==> config.mk <==
export PLATFORM = sky130hd
export DESIGN_NAME = s_term_cfg_switch_matrix
export DESIGN_NICKNAME = d
export VERILOG_FILES = /design/src/rtl/s_term_cfg_pkg.sv /design/src/rtl/s_term_cfg_chain.sv /design/src/rtl/s_term_cfg_switch_matrix.sv
export SDC_FILE = /design/constraint.sdc
export NUM_CORES = 1
export LEC_CHECK = 0
export CAP_MARGIN = 20
export CORE_ASPECT_RATIO = 1.1
export CORE_MARGIN = 8
export CORE_UTILIZATION = 50
export CTS_BUF_LIST = sky130_fd_sc_hd__clkbuf_8
export DETAILED_ROUTE_END_ITERATION = 7
export PLACE_DENSITY_LB_ADDON = 0.25
export SLEW_MARGIN = 15
export SYNTH_ARGS = -nofsm -noshare
export SYNTH_HDL_FRONTEND = slang
export SYNTH_SLANG_ARGS = --single-unit
==> constraint.sdc <==
create_clock -name UserCLK -period 1.6 [get_ports UserCLK]
set_input_delay 0.16 -clock UserCLK [delete_from_list [all_inputs] [get_ports UserCLK]]
set_output_delay 0.16 -clock UserCLK [all_outputs]
set_load 0.01 [all_outputs]
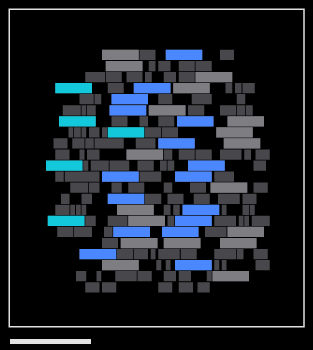
**Above:** run 1 (where the registers sit).
The bar under the picture is 20 um long.
| color | netlist name | placed flops |
|---|---|---|
| cyan | `u_chain.cnt_q` | 5 |
| blue | `u_chain.chain_q` | 16 |
not colored: 18
end-of-flow core utilization: 0.640
sequential power: 1270 uW
share of cell area taken by flip-flops and latches: 0.457
register area: 976 um2

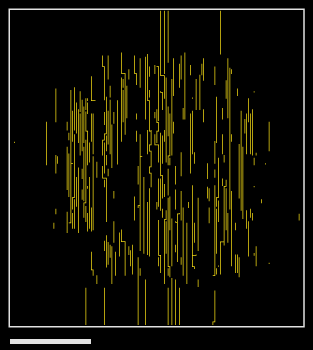
**Above:** run 1 (M2 wires).
The bar under the picture is 20 um long.
longest straight run: 34.7 um
nets with wire on the layer: 160
share of all routed wire: 55%
met2 Usage GRT: 0.216
total length of routed wires: 3180 um
total vias in the final route: 1064

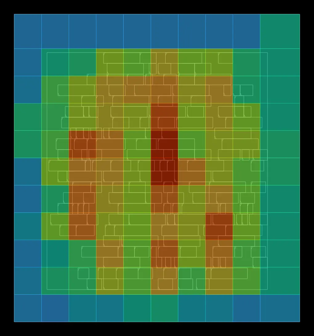
**Above:** run 1 (routing congestion map).
met3 Usage GRT: 0.0540
peak-usage layer in the global routing report: met2
GRT Overall Usage: 0.122
met1 routing resource usage after global routing: 0.125
mean routed wirelength per cell: 15.1 um

==> metrics.sh, run 1 <==
RUN_STATUS='finished, final reports clean'
FINAL_MIN_PERIOD_OVER_CLOCK_PERIOD=0.935
CLOCK_SINKS=39
PLACED_AREA_UM2=2050
CHIP_AREA_UM2=5600
CORE_AREA_UM2=3330
CTS_TREE='done'
POST_ROUTE_CELLS_DRIVE_ABOVE_1_SHARE=0.296
SYN_INST=130
CP.REQUIRED_NS=1.77
CP-END-KIND='register'
LAY_TOP_CELLS='sky130_fd_sc_hd__dfrtp_1, sky130_fd_sc_hd__mux2_2, sky130_fd_sc_hd__clkdlybuf4s50_1, sky130_fd_sc_hd__o21ai_0'
TIMING.FINAL.SETUP_VIOLATIONS=0
DRC_ERRORS=0
MEASURED_SLEW_AT_THE_WORST_SLEW_CHECK_PIN_NS=0.487
POST_LAYOUT_NET_COUNT=178
CTS.ROOT.BUFFER_CELL='sky130_fd_sc_hd__clkbuf_8'
DP_HPWL_UM=2320
FINALINSTANCEAREA_UM2=2130
TOP_CELL_TYPE_BY_TOTAL_AREA_AFTER_SYNTHESIS='sky130_fd_sc_hd__dfrtp_1'
HOLD_VIOL=0
DRT-VIAS-PER-INSTANCE=5.07
YOSYSSEQAREASHARE=0.564
UNREPAIRED_SETUP_ENDPOINTS_AFTER_GLOBAL_ROUTING='false'
CATEGORY_OF_THE_CRITICAL_SETUP_TIMING_PATH='reg2reg'
DIE_W_UM=72.1
IR_WORST_VDD_mV=0.624
DRTANTENNAVIOLNETS=0
YOSYS-STAT-CELLS=130
SYNTH_FLOP_COUNT=39
MIN_PERIOD_NS=1.50
DP.CELLS=203
NUMBER_OF_ANTENNA_VIOLATIONS_AT_THE_FIRST_CHECK_IN_GLOBAL_ROUTING=0
GLOBAL_ROUTE.OVERFLOW_TOTAL=0
YOSYS_MOST_USED_DFF='sky130_fd_sc_hd__dfrtp_1'
SYNTHESIS.AREA_PER_INSTANCE_UM2=13.3
GRT_START_MAX_NET_PINS=40
INITIAL_DETAILED_ROUTING_VIOLATION_COUNT=72
SYNTH.TOP_CELLS.BY_COUNT='sky130_fd_sc_hd__dfrtp_1, sky130_fd_sc_hd__mux2_2, sky130_fd_sc_hd__o21ai_0, sky130_fd_sc_hd__mux2_4, sky130_fd_sc_hd__nand2_1'
CELL_PWR_DENSITY_nW_PER_UM2=1050
CTSLONGESTPATHBUFFERS=2
WORST_SKEW_PAIR.LATE_LATENCY_NS=0.28
LEAKAGE_uW=0.00105
ENABLE_FLOP_CELLS=0
STAGE_LOG_WARNINGS=28
YOSYS.CELL_COUNT.TOP_TYPE='sky130_fd_sc_hd__dfrtp_1'
FF2FF_SETUP_SLACK_NS=0.10
DRT_PASS1_ITERATIONS=4
FILLERS=281
MAX-SLEW-MARGIN-REL=0.675
FIRST_GLOBAL_VIAS=1169
SYN_NETS=146
HTREE_NUM_LEVELS=2
PATH_MAX_FANOUT=18
PLACE.PORT_BUFFERS=23
MI_LOGIC_AREA_UM2=709
DIE_H_UM=77.7
ROUTABILITYCONGESTION=0.740
COUNT_OF_PINS_OVER_THEIR_SLEW_LIMIT=0
YOSYS-TOP-CELLS-AREA='sky130_fd_sc_hd__dfrtp_1, sky130_fd_sc_hd__mux2_2, sky130_fd_sc_hd__mux2_4'
FLOORPLAN.ROWS=22
CTS.HOLD.BUFFERS_ADDED=0
SYNTHDISTINCTLIBCELLS=22
NETLIST.AREA_LEADER.SHARE=0.564
CP-START-KIND='register'
FLOW.AREA_GROWTH_FROM_SYNTHESIS_PCT=23.3
HOLD_CRIT_CLASS='in2async'
SYN_AREA_UM2=1730
SETUP_TNS_NS=0
MAXCAPVIOLCOUNT=0
NUMBER_OF_GATES_RESIZED_AFTER_CTS=7
FIN_CELLS=210
SYNTH-WARNING-COUNT=0
WORSTREGTOREGCELLS=5
run 1: final cells by class:
cell class,instances,share of cell area
clock buffer,6,0.0387
clock inverter,1,0.00235
inverter,5,0.00880
multi-input combinational,82,0.333
sequential,39,0.457
tap,48,0.0282
timing repair buffer,29,0.132
run 1: power by group:
| part | total [uW] | switching (uW) | internal [uW] |
|---|---|---|---|
| Sequential | 1270 | 120 | 1150 |
| Clock | 649 | 312 | 338 |
| Combinational | 324 | 118 | 207 |
run 1: critical path, stage by stage (launching register included):
cell and delay (ns):
sky130_fd_sc_hd__dfrtp_1 0.43, sky130_fd_sc_hd__inv_1 0.08, sky130_fd_sc_hd__ha_1 0.24, sky130_fd_sc_hd__nand4b_4 0.11
sky130_fd_sc_hd__buf_12 0.17, sky130_fd_sc_hd__mux2_2 0.34
run 1: logic make-up after synthesis:
logic type	count (synthesis)	synth area share
AND-OR/OR-AND	16	0.0506
buffers and inverters	9	0.0260
flip-flops	39	0.564
multiplexers	34	0.238
adder cells (fa/ha/maj)	3	0.0217
XOR/XNOR	2	0.0101
AND/OR/NAND/NOR	27	0.0897
run 1: metrics by stage:
| step | setup slack, ns | hold slack, ns | power, uW |
|---|---|---|---|
| after floorplan | 0.135 | 0.312 | 1460 |
| after global placement | -0.0789 | 0.502 | 1600 |
| after detailed placement | -0.0779 | 0.510 | 1620 |
| final | 0.103 | 0.301 | 2240 |
| after global routing | 0.0301 | 0.353 | 2350 |
| after CTS | 0.0121 | 0.308 | 2270 |
run 1: layer usage:
layer / vias up / wire length, um / GRT usage
met4: 0 / 33 / 0.0389
li1: 512 / - / -
met1: 526 / 1230 / 0.125
met3: 4 / 172 / 0.0540
met2: 22 / 1740 / 0.216
met5: - / 0 / 0
**Run 1: M3 wires**

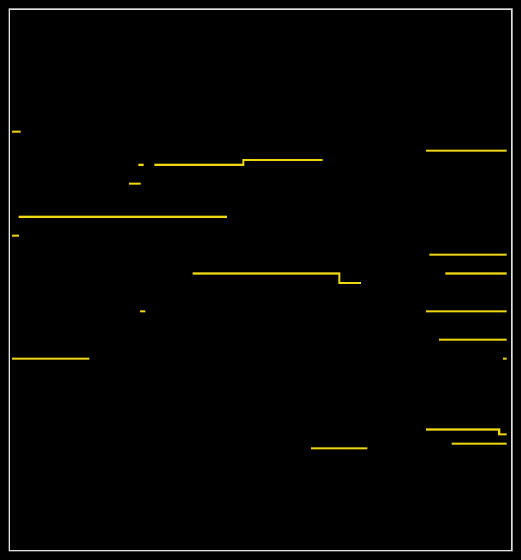

==> inputs of run 2 (changes only) <==
- CORE_UTILIZATION: 50 -> 30
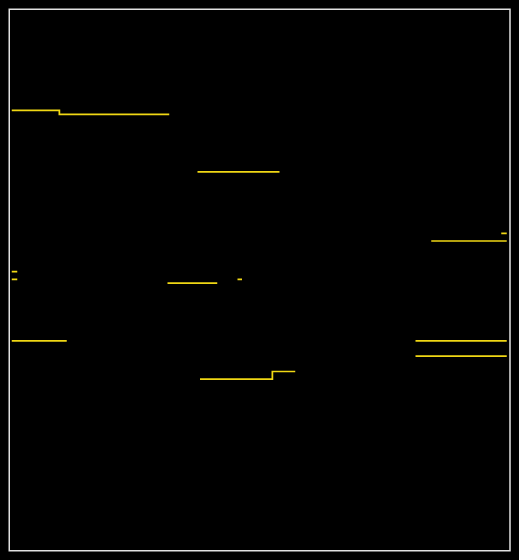
**Above:** run 2 (M3 wires).
main direction: horizontal
longest straight run: 19.3 um
wire length on this layer: 126 um
share of all routed wire: 4.0%
met3 Usage GRT: 0.0319
total length of routed wires: 3130 um
total vias in the final route: 1053

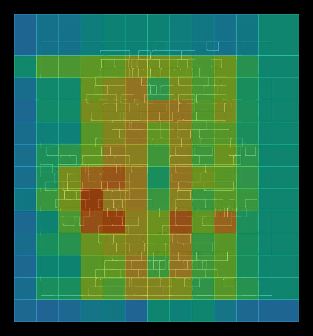
**Above:** run 2 (routing congestion map).
met2 Usage GRT: 0.146
mean routed wirelength per cell: 12.9 um

==> run 2 against run 1 <==
Effect of this change: critical path depth is 1 lower; combinational power is essentially flat; cell count up 15%; routed wire length decreased by 1.6%; sequential cell count is the same; via count decreased by 1.0%; count of clock-buffer cells in the layout up 1; final area increased by 2.8%; maximum frequency is 2.7% higher; synthesized area did not move; largest cell class unchanged; highest routed layer unchanged.
==> metrics.sh, run 2 <==
RUN_STATUS='finished, final reports clean'  # unchanged
CP-START-KIND='register'  # unchanged
FINAL_MIN_PERIOD_OVER_CLOCK_PERIOD=0.911  # was 0.935
FINAL_CORE_UTIL=0.387  # was 0.640
HOLD_CRIT_CLASS='in2async'  # unchanged
CTS_TREE='done'  # unchanged
SYNTHESIS.AREA_PER_INSTANCE_UM2=13.3  # unchanged
YOSYS_MOST_USED_DFF='sky130_fd_sc_hd__dfrtp_1'  # unchanged
COUNT_OF_PINS_OVER_THEIR_SLEW_LIMIT=0  # unchanged
NUMBER_OF_ANTENNA_VIOLATIONS_AT_THE_FIRST_CHECK_IN_GLOBAL_ROUTING=0  # unchanged
POWER.TOTAL_uW=2290  # was 2240 uW
YOSYS-STAT-CELLS=130  # unchanged
SYN_NETS=146  # unchanged
INITIAL_DETAILED_ROUTING_VIOLATION_COUNT=24  # was 72
NETLIST.AREA_LEADER.SHARE=0.564  # unchanged
FF2FF_SETUP_SLACK_NS=0.14  # was 0.10 ns
FLOORPLAN.ROWS=29  # was 22
CLOCK_SINKS=39  # unchanged
DRC_ERRORS=0  # unchanged
CRITICAL_PATH.CELL_CHAIN='buf_4, ha_1, a21boi_0, mux2_2'  # was inv_1, ha_1, nand4b_4, buf_12, mux2_2
DIE_H_UM=95.7  # was 77.7 um
YOSYS-TOP-CELLS-AREA='sky130_fd_sc_hd__dfrtp_1, sky130_fd_sc_hd__mux2_2, sky130_fd_sc_hd__mux2_4'  # unchanged
FIN_CELLS=242  # was 210
MAX-SLEW-MARGIN-REL=0.667  # was 0.675
IR_WORST_VDD_mV=0.345  # was 0.624 mV
WORST-PATH-STAGES=4  # was 5
PATH_MAX_FANOUT=4  # was 18
POST_ROUTE_CELLS_DRIVE_ABOVE_1_SHARE=0.303  # was 0.296
MAXCAPVIOLCOUNT=0  # unchanged
YOSYSSEQAREASHARE=0.564  # unchanged
ROUTABILITYCONGESTION=0.667  # was 0.740
DR_WL_MET2_UM=1650  # was 1740 um
POST_LAYOUT_NET_COUNT=180  # was 178
HOLD_WS_NS=0.288  # was 0.301 ns
WORSTREGTOREGCELLS=4  # was 5
HOLD_VIOL=0  # unchanged
CP.REQUIRED_NS=1.77  # about the same
DRTANTENNAVIOLNETS=0  # unchanged
SYNTH-WARNING-COUNT=0  # unchanged
CORE_AREA_UM2=5660  # was 3330 um2
SYNTH_FLOP_COUNT=39  # unchanged
CELL_PWR_DENSITY_nW_PER_UM2=1050  # about the same
LEAKAGE_uW=0.00106  # was 0.00105 uW
DETAILROUTE.WIRELENGTH.MET3_UM=125  # was 172 um
WORST_SKEW_PAIR.LATE_LATENCY_NS=0.28  # about the same
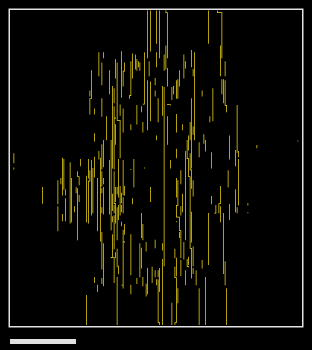
**Above:** run 2 (M2 wires).
The bar under the picture is 20 um long.
nets with wire on the layer: 157
main direction: vertical

run 2: netlist changes by cell type in the layout (fill, tap and decap cells not counted), sizes merged:
| cell | delta |
|---|---|
| buf | +2 |
| clkbuf | +1 |
| clkinv | -1 |
| dlygate4sd2 | +1 |
| dlymetal6s2s | -1 |
| inv | +1 |
run 2: cell type report:
type | count | area, um2
fillers | 570 | 3470
inverters | 5 | 18.8
flip-flops and latches | 39 | 976
repair buffers | 31 | 293
well taps | 77 | 96.3
multi-input cells | 82 | 709
clock inverters | 1 | 3.75
clock buffers | 7 | 96.3
run 2: cells by family after synthesis:
kind of cell / Yosys count / synth area share
AOI/OAI and AO/OA: 16 / 0.0506
xor gates and xnor gates: 2 / 0.0101
adders and majority gates: 3 / 0.0217
buffers and inverters: 9 / 0.0260
DFF: 39 / 0.564
muxes: 34 / 0.238
and+or+nand+nor: 27 / 0.0897
run 2: routing by layer:
| metal | GRT usage | vias to the layer above |
|---|---|---|
| met3 | 0.0319 | 5 |
| met1 | 0.0878 | 522 |
| met4 | 0.0423 | 0 |
| met2 | 0.146 | 13 |
| met5 | 0 | - |
| li1 | - | 513 |
run 2: report_power, final:
part	total, uW	internal [uW]	switching [uW]
clock network	702	387	315
registers	1260	1150	116
logic	327	209	118
total	2290	1740	550
run 2: worst reg2reg max path, cell delays in order, from the launching register on:
cell	delay [ns]
sky130_fd_sc_hd__dfrtp_1	0.38
sky130_fd_sc_hd__buf_4	0.15
sky130_fd_sc_hd__ha_1	0.20
sky130_fd_sc_hd__a21boi_0	0.25
sky130_fd_sc_hd__mux2_2	0.37
run 2: timing repair:
action / in CTS / in global routing
hold endpoints to repair: 0 / 0
gates resized: 8 / 0
endpoints found under the setup margin: 8 / 0
hold buffers: 0 / 0
Power is estimated from default activity; no workload was simulated.
